Fig. 1: run 1, sequential cells colored by netlist name
Other sequential cells in the stronger gray, the rest of the logic in the fainter gray.
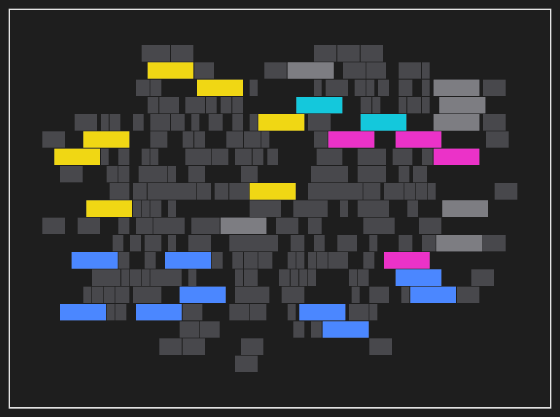
Fig. 2: run 1, cell sizes after repair
Scale bar: 20 um.
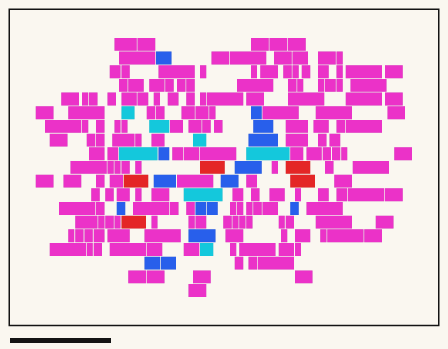
Fig. 3: run 1, clock distribution
Scale bar: 20 um.
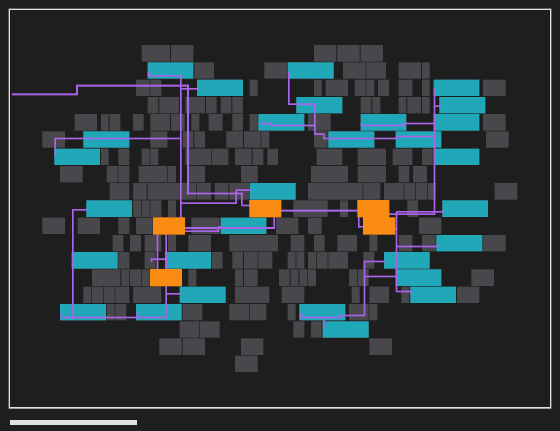
Fig. 4: run 1, the clock network
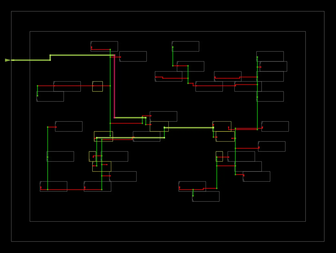
$ cat src/rtl/phase_enable_gen.sv
// phase_enable_gen
//   Runs on the fast clock from the clock generator. It produces one-clkin-wide
//   enable strobes for the phi1/phi2 halves of each machine cycle. It keeps the
//   horizontal cycle and scan-line counters used for ANTIC/GTIA timing. It also
//   gates the CPU phi2 enable so that ANTIC DMA can steal cycles.
//
// Ports
//   clkin        in   fast clock, the only clock
//   RST          in   synchronous active-high reset
//   halt_req     in   ANTIC DMA request, sampled only at the end of a phi1_en cycle
//   cpu_rw       in   CPU R/W of the current cycle (1 = read), sampled with halt_req
//   phi1_en      out  1-clkin strobe at the start of a machine cycle
//   phi2_en      out  1-clkin strobe at the start of the phi2 half
//   phi2_lvl     out  high for the whole phi2 half
//   cpu_phi2_en  out  phi2_en, suppressed while the CPU is halted
//   halt_ack     out  high while the CPU is halted
//   cycle_cnt    out  horizontal machine-cycle count, 0..CYCLES_PER_LINE-1
//   line_cnt     out  scan-line count, 0..LINES_PER_FRAME-1
//   line_start   out  coincident with phi1_en when cycle_cnt becomes 0
//   frame_start  out  coincident with line_start when line_cnt becomes 0
module phase_enable_gen #(
  parameter int DIV             = 16,
  parameter int CYCLES_PER_LINE = 114,
  parameter int LINES_PER_FRAME = 262
) (
  input  logic       clkin,
  input  logic       RST,
  input  logic       halt_req,
  input  logic       cpu_rw,
  output logic       phi1_en,
  output logic       phi2_en,
  output logic       phi2_lvl,
  output logic       cpu_phi2_en,
  output logic       halt_ack,
  output logic [6:0] cycle_cnt,
  output logic [8:0] line_cnt,
  output logic       line_start,
  output logic       frame_start
);

  localparam int SW = (DIV > 1) ? $clog2(DIV) : 1;
  localparam logic [SW-1:0] SUB_LAST   = SW'(DIV - 1);
  localparam logic [SW-1:0] SUB_HALF   = SW'(DIV / 2);
  localparam logic [6:0]    CYCLE_LAST = 7'(CYCLES_PER_LINE - 1);
  localparam logic [8:0]    LINE_LAST  = 9'(LINES_PER_FRAME - 1);

  typedef enum logic [1:0] {RUN, PEND, HALTED} state_t;

  state_t          state_reg;
  logic [SW-1:0]   sub_reg;
  logic [6:0]      cycle_reg;
  logic [8:0]      line_reg;
  logic            phi1_reg, phi2_reg, lvl_reg, cpu_phi2_reg, ack_reg;
  logic            line_start_reg, frame_start_reg;

  logic [SW-1:0]   sub_next;
  logic            new_cycle;
  logic [6:0]      cycle_next;
  logic [8:0]      line_next;

  // Every output is registered from the *next* sub_cnt value. A strobe is then
  // high during the clkin cycle after the edge at which its condition holds.
  always_comb begin
    sub_next   = (sub_reg == SUB_LAST) ? '0 : sub_reg + 1'b1;
    new_cycle  = (sub_next == '0);
    cycle_next = cycle_reg;
    line_next  = line_reg;
    if (new_cycle) begin
      cycle_next = (cycle_reg == CYCLE_LAST) ? 7'd0 : cycle_reg + 7'd1;
      if (cycle_reg == CYCLE_LAST)
        line_next = (line_reg == LINE_LAST) ? 9'd0 : line_reg + 9'd1;
    end
  end

  always_ff @(posedge clkin) begin
    if (RST) begin
      // The counters park at their last values. The first edge after release
      // then lands on cycle 0 / line 0 and raises line_start and frame_start.
      sub_reg         <= SUB_LAST;
      cycle_reg       <= CYCLE_LAST;
      line_reg        <= LINE_LAST;
      state_reg       <= RUN;
      phi1_reg        <= 1'b0;
      phi2_reg        <= 1'b0;
      lvl_reg         <= 1'b0;
      cpu_phi2_reg    <= 1'b0;
      ack_reg         <= 1'b0;
      line_start_reg  <= 1'b0;
      frame_start_reg <= 1'b0;
    end else begin
      sub_reg         <= sub_next;
      cycle_reg       <= cycle_next;
      line_reg        <= line_next;
      phi1_reg        <= new_cycle;
      phi2_reg        <= (sub_next == SUB_HALF);
      lvl_reg         <= (sub_next >= SUB_HALF);
      line_start_reg  <= new_cycle && (cycle_next == 7'd0);
      frame_start_reg <= new_cycle && (cycle_next == 7'd0) && (line_next == 9'd0);

      // The halt FSM only moves on the edge that ends a phi1_en cycle. That edge
      // comes well before the phi2 strobe, so the new state already gates the
      // same machine cycle's cpu_phi2_en.
      if (phi1_reg) begin
        unique case (state_reg)
          RUN:     state_reg <= !halt_req ? RUN  : (cpu_rw ? HALTED : PEND);
          PEND:    state_reg <= !halt_req ? RUN  : (cpu_rw ? HALTED : PEND);
          HALTED:  state_reg <= !halt_req ? RUN  : HALTED;
          default: state_reg <= RUN;
        endcase
      end

      cpu_phi2_reg <= (sub_next == SUB_HALF) && (state_reg != HALTED);
      // halt_ack follows the state one clkin later, so it moves one edge after
      // phi1_en drops.
      ack_reg      <= (state_reg == HALTED);
    end
  end

  assign phi1_en     = phi1_reg;
  assign phi2_en     = phi2_reg;
  assign phi2_lvl    = lvl_reg;
  assign cpu_phi2_en = cpu_phi2_reg;
  assign halt_ack    = ack_reg;
  assign cycle_cnt   = cycle_reg;
  assign line_cnt    = line_reg;
  assign line_start  = line_start_reg;
  assign frame_start = frame_start_reg;

endmodule

$ cat config.mk
export PLATFORM = sky130hd
export DESIGN_NAME = phase_enable_gen
export DESIGN_NICKNAME = d
export VERILOG_FILES = /design/src/rtl/phase_enable_gen.sv
export SDC_FILE = /design/constraint.sdc
export NUM_CORES = 1
export LEC_CHECK = 0
export CAP_MARGIN = 30
export CORE_ASPECT_RATIO = 0.7
export CORE_MARGIN = 5
export CORE_UTILIZATION = 40
export CTS_CLUSTER_DIAMETER = 50
export DETAILED_ROUTE_END_ITERATION = 8
export HOLD_SLACK_MARGIN = 0.15
export PLACE_DENSITY = 0.69
export RECOVER_POWER = 25
export SLEW_MARGIN = 10
export SYNTH_ARGS = -nofsm -noshare
export SYNTH_HDL_FRONTEND = slang
export SYNTH_SLANG_ARGS = --single-unit
export TNS_END_PERCENT = 30
$ cat constraint.sdc
create_clock -name clkin -period 2.8 [get_ports clkin]
set_input_delay 0.7 -clock clkin [delete_from_list [all_inputs] [get_ports clkin]]
set_output_delay 0.7 -clock clkin [all_outputs]
set_load 0.01 [all_outputs]
==> out/metrics.cfg, run 1 <==
[cells_and_area]
antenna-diode-count=0
fillerInstances=376
fin_cells=259
non_clock_buffer_share=0.144
post-route-cell-area_sq_um=1940
comb_cells=136
drive_above_1_share=0.130
largest_reg_flops=9
final_common_cell=sky130_fd_sc_hd__dfxtp_1
buffers_excl_clock=29
multiInputGateArea_sq_um=912
areaGrowthSynthToFinish_pct=22.9
clk_share=0.0445
num-nonclk-inverters=5
largest_class=multi-input combinational cells

[synthesis]
post_synth_ao_oa_area_fraction=0.157
postSynth.asyncResetShare=0
ys.flop_type=sky130_fd_sc_hd__dfxtp_1
synth.area.mux_share=0.0127
ys_cells=181
simple_gate_share=0.327
synth-edff-count=0
ys_types=48
mappedNetlistArea_sq_um=1580
seq_area_frac_synth=0.367
netlist_top_cells_area=sky130_fd_sc_hd__dfxtp_1, sky130_fd_sc_hd__ha_1, sky130_fd_sc_hd__nand2_1
post_synth.cell_area_avg_sq_um=8.73
synthesis.nets=191
yosys_warnings=0
synth.top_cells.by_count=sky130_fd_sc_hd__dfxtp_1, sky130_fd_sc_hd__nand2_1, sky130_fd_sc_hd__nor2_1
xor_xnor_fraction_of_synth_area=0.0333
postSynthRegisterBits=29
synth.most_common_cell=sky130_fd_sc_hd__dfxtp_1
postSynthCellCount=181
synth.logic.top_family=simple AND/OR/NAND/NOR gates
adder_share=0.0475
portion_of_synthesized_cell_area_occupied_by_the_leading_cell_type=0.367
synth_top_cell_by_area=sky130_fd_sc_hd__dfxtp_1

[setup_path]
crit_type=reg -> reg
crit-reg2reg-launch=cycle_cnt[0]
cell_type_group_with_the_largest_total_delay_on_the_critical_path=simple AND/OR/NAND/NOR gates
worst_setup_path_end_kind=register
r2r_setup_slack_ps=500
worstSetupPathDepth=7
timing.critical_path.fanout_max=8
worst_setup_startpoint=cycle_cnt[0]
start_kind=register
worst_setup_path_endpoint=frame_start
crit_path_dat_ps=2490
r2r.worst_path.cells=7
critical_path.max_stage_delay_ps=590
crit_chain=ha_1 > nand2_1 > or4_1 > nor3_1 > mux2i_1 > o211ai_1 > nor4_2
timing.critical_path.slowest_stage_cell=sky130_fd_sc_hd__or4_1
critical_path_buf_inv_count=0

[placement]
place_ws_ps=539
replace_congestion=0.823
detailedPlacementHpwl_um=2400
numPlacedInstances=251
post_dp_cell_area_sq_um=1860
io_buffers=26

[job]
cap_violations=0
warnings=29

[cts]
postCtsSetupRepairBufs=0
cts.clk_slew.worst_paths_ps=70
cts.hold.buffers_added=0
htree_levels=2
tritoncts_clock_tree=yes
cts_resized=0
clock_insertion_delay_worst_skew_ps=270
clock_path_buffers=2
clk_root_buffer_cell=sky130_fd_sc_hd__clkbuf_8

[global_route]
grt_max_degree=16
busiest_layer=met1
grt.total_usage=0.132
globalRouteMet3Util=0.0435
first_global_vias=1183
grt_use_met1=0.193
globalRouteOverflowTotal=0
grt_antenna_before_repair=0

[power_and_ir_drop]
switchingPower_w=0.000553
power.static_leakage_nw=0.683
power_top_consumer=registers
cellInternalPower_w=0.000888
sequential_fraction_of_design_power=0.389
power.density_cell_area_nw_per_um2=742
power.total_w=0.00144
clkPwrFrac=0.231
power_clock_w=0.000333
comb-power_w=0.000548
max-vdd-ir-drop_uv=352

[final_timing]
max_slew_margin=0.490
max_slew.worst_pin.slew_ps=765
unrepaired_setup_endpoints_after_global_routing=false
final.setup.worst_slack_ps=496
final.hold.worst_slack_ps=489
hold_viol_final=0
sum_of_negative_setup_slack_ps=0
setup_viol=0
final-max-slew-violation-count=0
fin_crit_ps=2300
fin_crit_sh=0.823

[floorplanning]
number_of_well_taps=52
design.portCount=27
floorplan.core_area_sq_um=3870
chipWidth_um=85.1
floorplan.core_util=0.408
chip_area_sq_um=5330
std_cell_rows=19

[routing]
wl_met1_um=1820
routed_wl_um=3360
wl_per_cell_um=13.0
drt_pass1_iterations=4
dr_wl_met3_um=182
highest-signal-layer=met4
viasPerCell=5.16
routed-wl-met2_um=1340
drtAntennaViolNets=0

[worst_hold_path]
hold_class=reg -> reg
hold_path.startpoint=state_reg[1]
hold-path-cell-count=2

[outcome]
outcome=completed

Back to the opening pictures, Fig. 1:
Key: magenta = `sub_reg` [sequential cells 4]; yellow = `cycle_cnt` [sequential cells 7]; cyan = `state_reg` [sequential cells 2]; blue = `line_cnt` [sequential cells 9]
Register Area: 581 sq um
power in sequential cells: 0.000560 W
utilization after layout: 0.501
sequential share of cell area: 0.299

Back to the opening pictures, Fig. 2:
Key: cyan = _3 and _4 cells [cells 7, share 3.4%]; blue = _2 cells [cells 15, share 7.2%]; magenta = _0 and _1 cells [cells 180, share 87%]; red = _6 and larger [cells 5, share 2.4%]

Back to the opening pictures, Fig. 3:
Key: orange = clock drivers [count 5]; cyan = flip-flops [count 29]; purple = clock wires [length 384 um]
There are 6 routed clock nets.

Back to the opening pictures, Fig. 4:
TritonCTS sink count: 29
number of buffers inserted during clock tree synthesis: 5
FF+latch count: 29

Fig. 5: run 1, logic cells by family
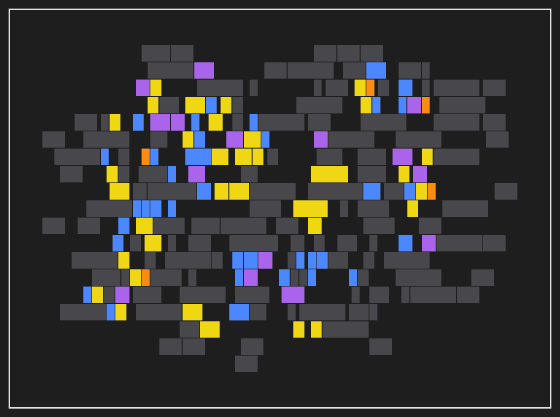

==> run 2, diff against run 1 <==
--- a/config.mk
+++ b/config.mk
@@ -12,7 +12,7 @@
 export CTS_CLUSTER_DIAMETER = 50
 export DETAILED_ROUTE_END_ITERATION = 8
 export HOLD_SLACK_MARGIN = 0.15
-export PLACE_DENSITY = 0.69
+export PLACE_DENSITY = 0.71
 export RECOVER_POWER = 25
 export SLEW_MARGIN = 10
 export SYNTH_ARGS = -nofsm -noshare
==> constraint.sdc (replaced) <==
create_clock -name clkin -period 1.85 [get_ports clkin]
set_input_delay 0.4625 -clock clkin [delete_from_list [all_inputs] [get_ports clkin]]
set_output_delay 0.4625 -clock clkin [all_outputs]
set_load 0.01 [all_outputs]
Fig. 6: run 2, logic cells by family
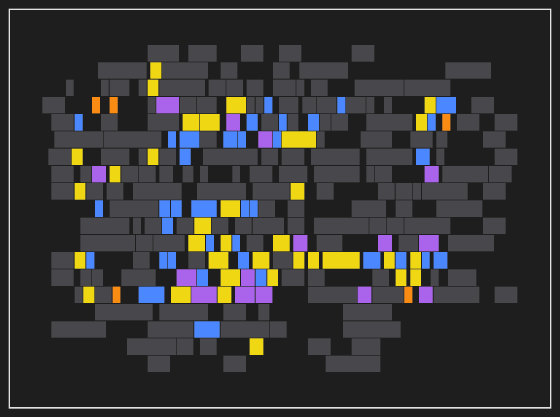
Key: yellow = aoi and oai cells [cells 34]; blue = nand cells [cells 36]; purple = and/or cells [cells 15]; orange = inv cells [cells 5]
logic share of the area: 0.425
post-route insts no fill: 298
commonest non-fill, non-tap cell in the layout: sky130_fd_sc_hd__buf_4

==> run 2 against run 1 <==
- the run now ends with setup timing left
- non-clock buffer count is 40 higher
- sequential power is 46% higher
- design area is 22% higher
- first-iteration DRC count is 16% lower
- combinational power is 140% higher
- cell count is 15% higher
- flip-flop count stayed put
- core utilization is 11 points higher
- synthesized area stayed put
- sequential share of layout area is 4.2 points lower
- power is 85% higher
- largest power group is now combinational logic
- highest routed layer unchanged
==> out/metrics.cfg, run 2 <==
[final_timing]
fin_crit_sh=1.03
sum_of_negative_setup_slack_ps=-55.7
final.setup.worst_slack_ps=-55.7
setup_viol=1
fin_crit_ps=1910
final.hold.worst_slack_ps=483
max_slew_margin=0.466
final-max-slew-violation-count=0

[cts]
cts.sinks=29
cts.clk_slew.worst_paths_ps=60
cts_resized=10
clk_root_buffer_cell=sky130_fd_sc_hd__clkbuf_8
tritoncts_clock_tree=yes
clock_path_buffers=2
htree_levels=2
postCtsSetupRepairBufs=1

[routing]
routed_wl_um=4040
highest-signal-layer=met4
viasPerCell=5.15
wl_per_cell_um=13.6
drt_pass1_iterations=4
drtAntennaViolNets=0
routed-wl-met2_um=1740

[synthesis]
synthesis.nets=191
portion_of_synthesized_cell_area_occupied_by_the_leading_cell_type=0.367
mappedNetlistArea_sq_um=1580
postSynth.asyncResetShare=0
xor_xnor_fraction_of_synth_area=0.0333
yosys_warnings=0
postSynthRegisterBits=29
seq_area_frac_synth=0.367
postSynthCellCount=181
synth.most_common_cell=sky130_fd_sc_hd__dfxtp_1
ys_cells=181
synth_top_cell_by_area=sky130_fd_sc_hd__dfxtp_1
synth.top_cells.by_count=sky130_fd_sc_hd__dfxtp_1, sky130_fd_sc_hd__nand2_1, sky130_fd_sc_hd__nor2_1
ys_types=48
netlist_top_cells_area=sky130_fd_sc_hd__dfxtp_1, sky130_fd_sc_hd__ha_1, sky130_fd_sc_hd__nand2_1
synth-edff-count=0
simple_gate_share=0.327

[global_route]
grt_use_met1=0.218
first_global_vias=1399
globalRouteMet3Util=0.0474
globalRouteOverflowTotal=0
grt_max_degree=16
grt_antenna_before_repair=0
busiest_layer=met2

[power_and_ir_drop]
sequential_fraction_of_design_power=0.307
power.static_leakage_nw=0.956
cellInternalPower_w=0.00171
comb-power_w=0.00132
power_top_consumer=combinational logic
power.total_w=0.00266
clkPwrFrac=0.196
power.density_cell_area_nw_per_um2=1130
switchingPower_w=0.000956
max-vdd-ir-drop_uv=604

[cells_and_area]
drive_above_1_share=0.374
post-route-cell-area_sq_um=2360
seqCellArea_sq_um=607
buffers_excl_clock=69
multiInputGateArea_sq_um=1000
fillerInstances=338
comb_cells=136
areaGrowthSynthToFinish_pct=49.6
antenna-diode-count=0
largest_reg_flops=9
flops=29
area.share.sequential=0.257

[placement]
numPlacedInstances=285
detailedPlacementHpwl_um=2930
post_dp_cell_area_sq_um=2170
replace_congestion=0.886
io_buffers=26

[setup_path]
r2r_setup_slack_ps=-60
timing.critical_path.slowest_stage_cell=sky130_fd_sc_hd__nor4b_4
worst_setup_path_endpoint=frame_start
critical_path_buf_inv_count=2
crit_path_dat_ps=2100
timing.critical_path.fanout_max=5
crit-reg2reg-launch=line_cnt[1]
r2r.worst_path.cells=9
cell_type_group_with_the_largest_total_delay_on_the_critical_path=simple AND/OR/NAND/NOR gates
start_kind=register

[floorplanning]
number_of_well_taps=52
chip_area_sq_um=5330
floorplan.core_util=0.408
design.portCount=27
chipWidth_um=85.1
floorplan.core_area_sq_um=3870
std_cell_rows=19

[job]
cap_violations=0
warnings=32

[worst_hold_path]
hold_path.startpoint=state_reg[1]
hold-path-cell-count=2
hold_class=reg -> reg

[outcome]
violations_in_the_final_reports=setup timing
outcome=finished, violations left

Fig. 7: run 2, the clock network
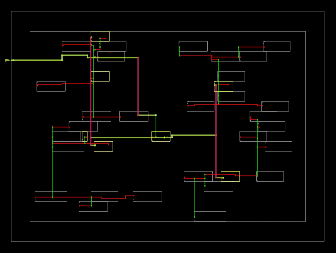
clock tree skew after final layout: 3.67 ps
clock insertion delay at the later pin of the skew report: 280 ps
power in the clock group: 0.000521 W

==> run 3, diff against run 2 <==
--- a/config.mk
+++ b/config.mk
@@ -10,6 +10,7 @@
 export CORE_MARGIN = 5
 export CORE_UTILIZATION = 40
 export CTS_CLUSTER_DIAMETER = 50
+export CTS_CLUSTER_SIZE = 10
 export DETAILED_ROUTE_END_ITERATION = 8
 export HOLD_SLACK_MARGIN = 0.15
 export PLACE_DENSITY = 0.71
Fig. 8: run 3, the clock network
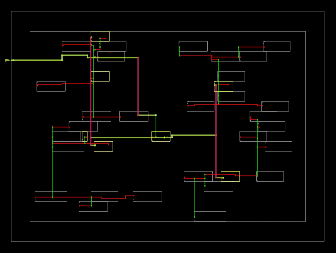
clock buffer count in the final layout: 7

==> run 3 against run 2 <==
- the flow still finishes with violations (setup timing)
- maximum frequency unchanged
- routed wire length unchanged
- synthesized cell count unchanged
- die size unchanged
- register-to-register slack about the same
- non-clock buffer count unchanged
- core utilization unchanged
- count of clock-buffer cells in the layout unchanged
- combinational power about the same
- critical path type unchanged
==> out/metrics.cfg, run 3 <==
[outcome]
outcome=finished, violations left
violations_in_the_final_reports=setup timing

[global_route]
globalRouteMet3Util=0.0474
grt.total_usage=0.158
first_global_vias=1399
busiest_layer=met2
grt_use_met1=0.218
globalRouteOverflowTotal=0
grt_util_met2=0.222
grt_max_degree=16
grt_antenna_before_repair=0

[floorplanning]
design.portCount=27
chip_area_sq_um=5330
number_of_well_taps=52
std_cell_rows=19
floorplan.core_area_sq_um=3870
floorplan.core_util=0.408
chipWidth_um=85.1

[cells_and_area]
largest_class=multi-input combinational cells
num-nonclk-inverters=5
area.share.sequential=0.257
multiInputGateArea_sq_um=1000
seqCellArea_sq_um=607
areaGrowthSynthToFinish_pct=49.6
antenna-diode-count=0
final_common_cell=sky130_fd_sc_hd__buf_4
post-route-util=0.610
largest_reg_flops=9
non_clock_buffer_share=0.247
comb-cell-share=0.425
flops=29
fin_cells=298
drive_above_1_share=0.374
post-route-cell-area_sq_um=2360
clk_share=0.0365
buffers_excl_clock=69
comb_cells=136
fillerInstances=338

[final_timing]
max_slew.worst_pin.slew_ps=801
fin_crit_sh=1.03
sum_of_negative_setup_slack_ps=-55.7
max_slew_margin=0.466
fin_crit_ps=1910
hold_viol_final=0
maxClockFrequency_mhz=525
final-max-slew-violation-count=0
unrepaired_setup_endpoints_after_global_routing=true
setup_viol=1
worst_clock_skew_ps=3.67
final.setup.worst_slack_ps=-55.7
final.hold.worst_slack_ps=483

[setup_path]
crit_chain=inv_2 > ha_4 > nand4b_1 > nor4b_4 > buf_4 > nor2_1 > mux2i_1 > o211ai_1 > nor4_2
worst_setup_path_endpoint=frame_start
r2r.worst_path.cells=9
timing.critical_path.fanout_max=5
critical_path.max_stage_delay_ps=450
r2r_setup_slack_ps=-60
critical_path_buf_inv_count=2
worst_setup_path_end_kind=register
crit-reg2reg-launch=line_cnt[1]
timing.critical_path.slowest_stage_cell=sky130_fd_sc_hd__nor4b_4
worstSetupPathDepth=9
crit_path_dat_ps=2100
worst_setup_startpoint=line_cnt[1]
wp_data_required_ps=2050
start_kind=register
cell_type_group_with_the_largest_total_delay_on_the_critical_path=simple AND/OR/NAND/NOR gates
crit_type=reg -> reg

[placement]
place_ws_ps=-144
detailedPlacementHpwl_um=2930
post_dp_cell_area_sq_um=2170
numPlacedInstances=285
replace_congestion=0.886
io_buffers=26

[cts]
cts_resized=10
cts.hold.buffers_added=0
clock_path_buffers=2
tritoncts.num_buffers=5
postCtsSetupRepairBufs=1
tritoncts_clock_tree=yes
clk_root_buffer_cell=sky130_fd_sc_hd__clkbuf_8
cts.sinks=29
cts.clk_slew.worst_paths_ps=60
htree_levels=2
clock_insertion_delay_worst_skew_ps=280

[power_and_ir_drop]
power_clock_w=0.000521
switchingPower_w=0.000956
power.density_cell_area_nw_per_um2=1130
sequential_fraction_of_design_power=0.307
cellInternalPower_w=0.00171
clkPwrFrac=0.196
sequentialPower_w=0.000818
comb-power_w=0.00132
power.static_leakage_nw=0.956
power_top_consumer=combinational logic
power.total_w=0.00266
max-vdd-ir-drop_uv=604

[worst_hold_path]
hold-path-cell-count=2
hold_path.startpoint=state_reg[1]
hold_class=reg -> reg

[routing]
dr_wl_met3_um=282
routed-wl-met2_um=1740
viasPerCell=5.15
routed_wl_um=4040
wl_met1_um=1950
drt_pass1_iterations=4
drtAntennaViolNets=0
highest-signal-layer=met4
wl_per_cell_um=13.6

[synthesis]
netlist_top_cells_area=sky130_fd_sc_hd__dfxtp_1, sky130_fd_sc_hd__ha_1, sky130_fd_sc_hd__nand2_1
yosys_warnings=0
mappedNetlistArea_sq_um=1580
synth.area.mux_share=0.0127
postSynth.asyncResetShare=0
synth.top_cells.by_count=sky130_fd_sc_hd__dfxtp_1, sky130_fd_sc_hd__nand2_1, sky130_fd_sc_hd__nor2_1
synth-edff-count=0
ys_types=48
synthesis.nets=191
synth.logic.top_family=simple AND/OR/NAND/NOR gates
portion_of_synthesized_cell_area_occupied_by_the_leading_cell_type=0.367
synth_top_cell_by_area=sky130_fd_sc_hd__dfxtp_1
adder_share=0.0475
simple_gate_share=0.327
post_synth_ao_oa_area_fraction=0.157
ys.flop_type=sky130_fd_sc_hd__dfxtp_1
post_synth.cell_area_avg_sq_um=8.73
ys_cells=181
seq_area_frac_synth=0.367
xor_xnor_fraction_of_synth_area=0.0333
postSynthCellCount=181
synth.most_common_cell=sky130_fd_sc_hd__dfxtp_1
postSynthRegisterBits=29

[job]
warnings=32
cap_violations=0

Fig. 9: run 3, clock distribution
Scale bar: 20 um.
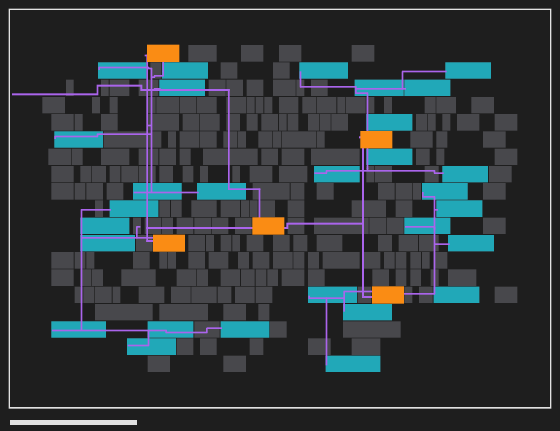
Key: cyan = flip-flops [count 29]; purple = clock wires [length 423 um]; orange = clock drivers [count 5]
Position of the flops: all over the die. There are 6 routed clock nets.

No activity file was given, so power comes from the tool's default toggle rates.
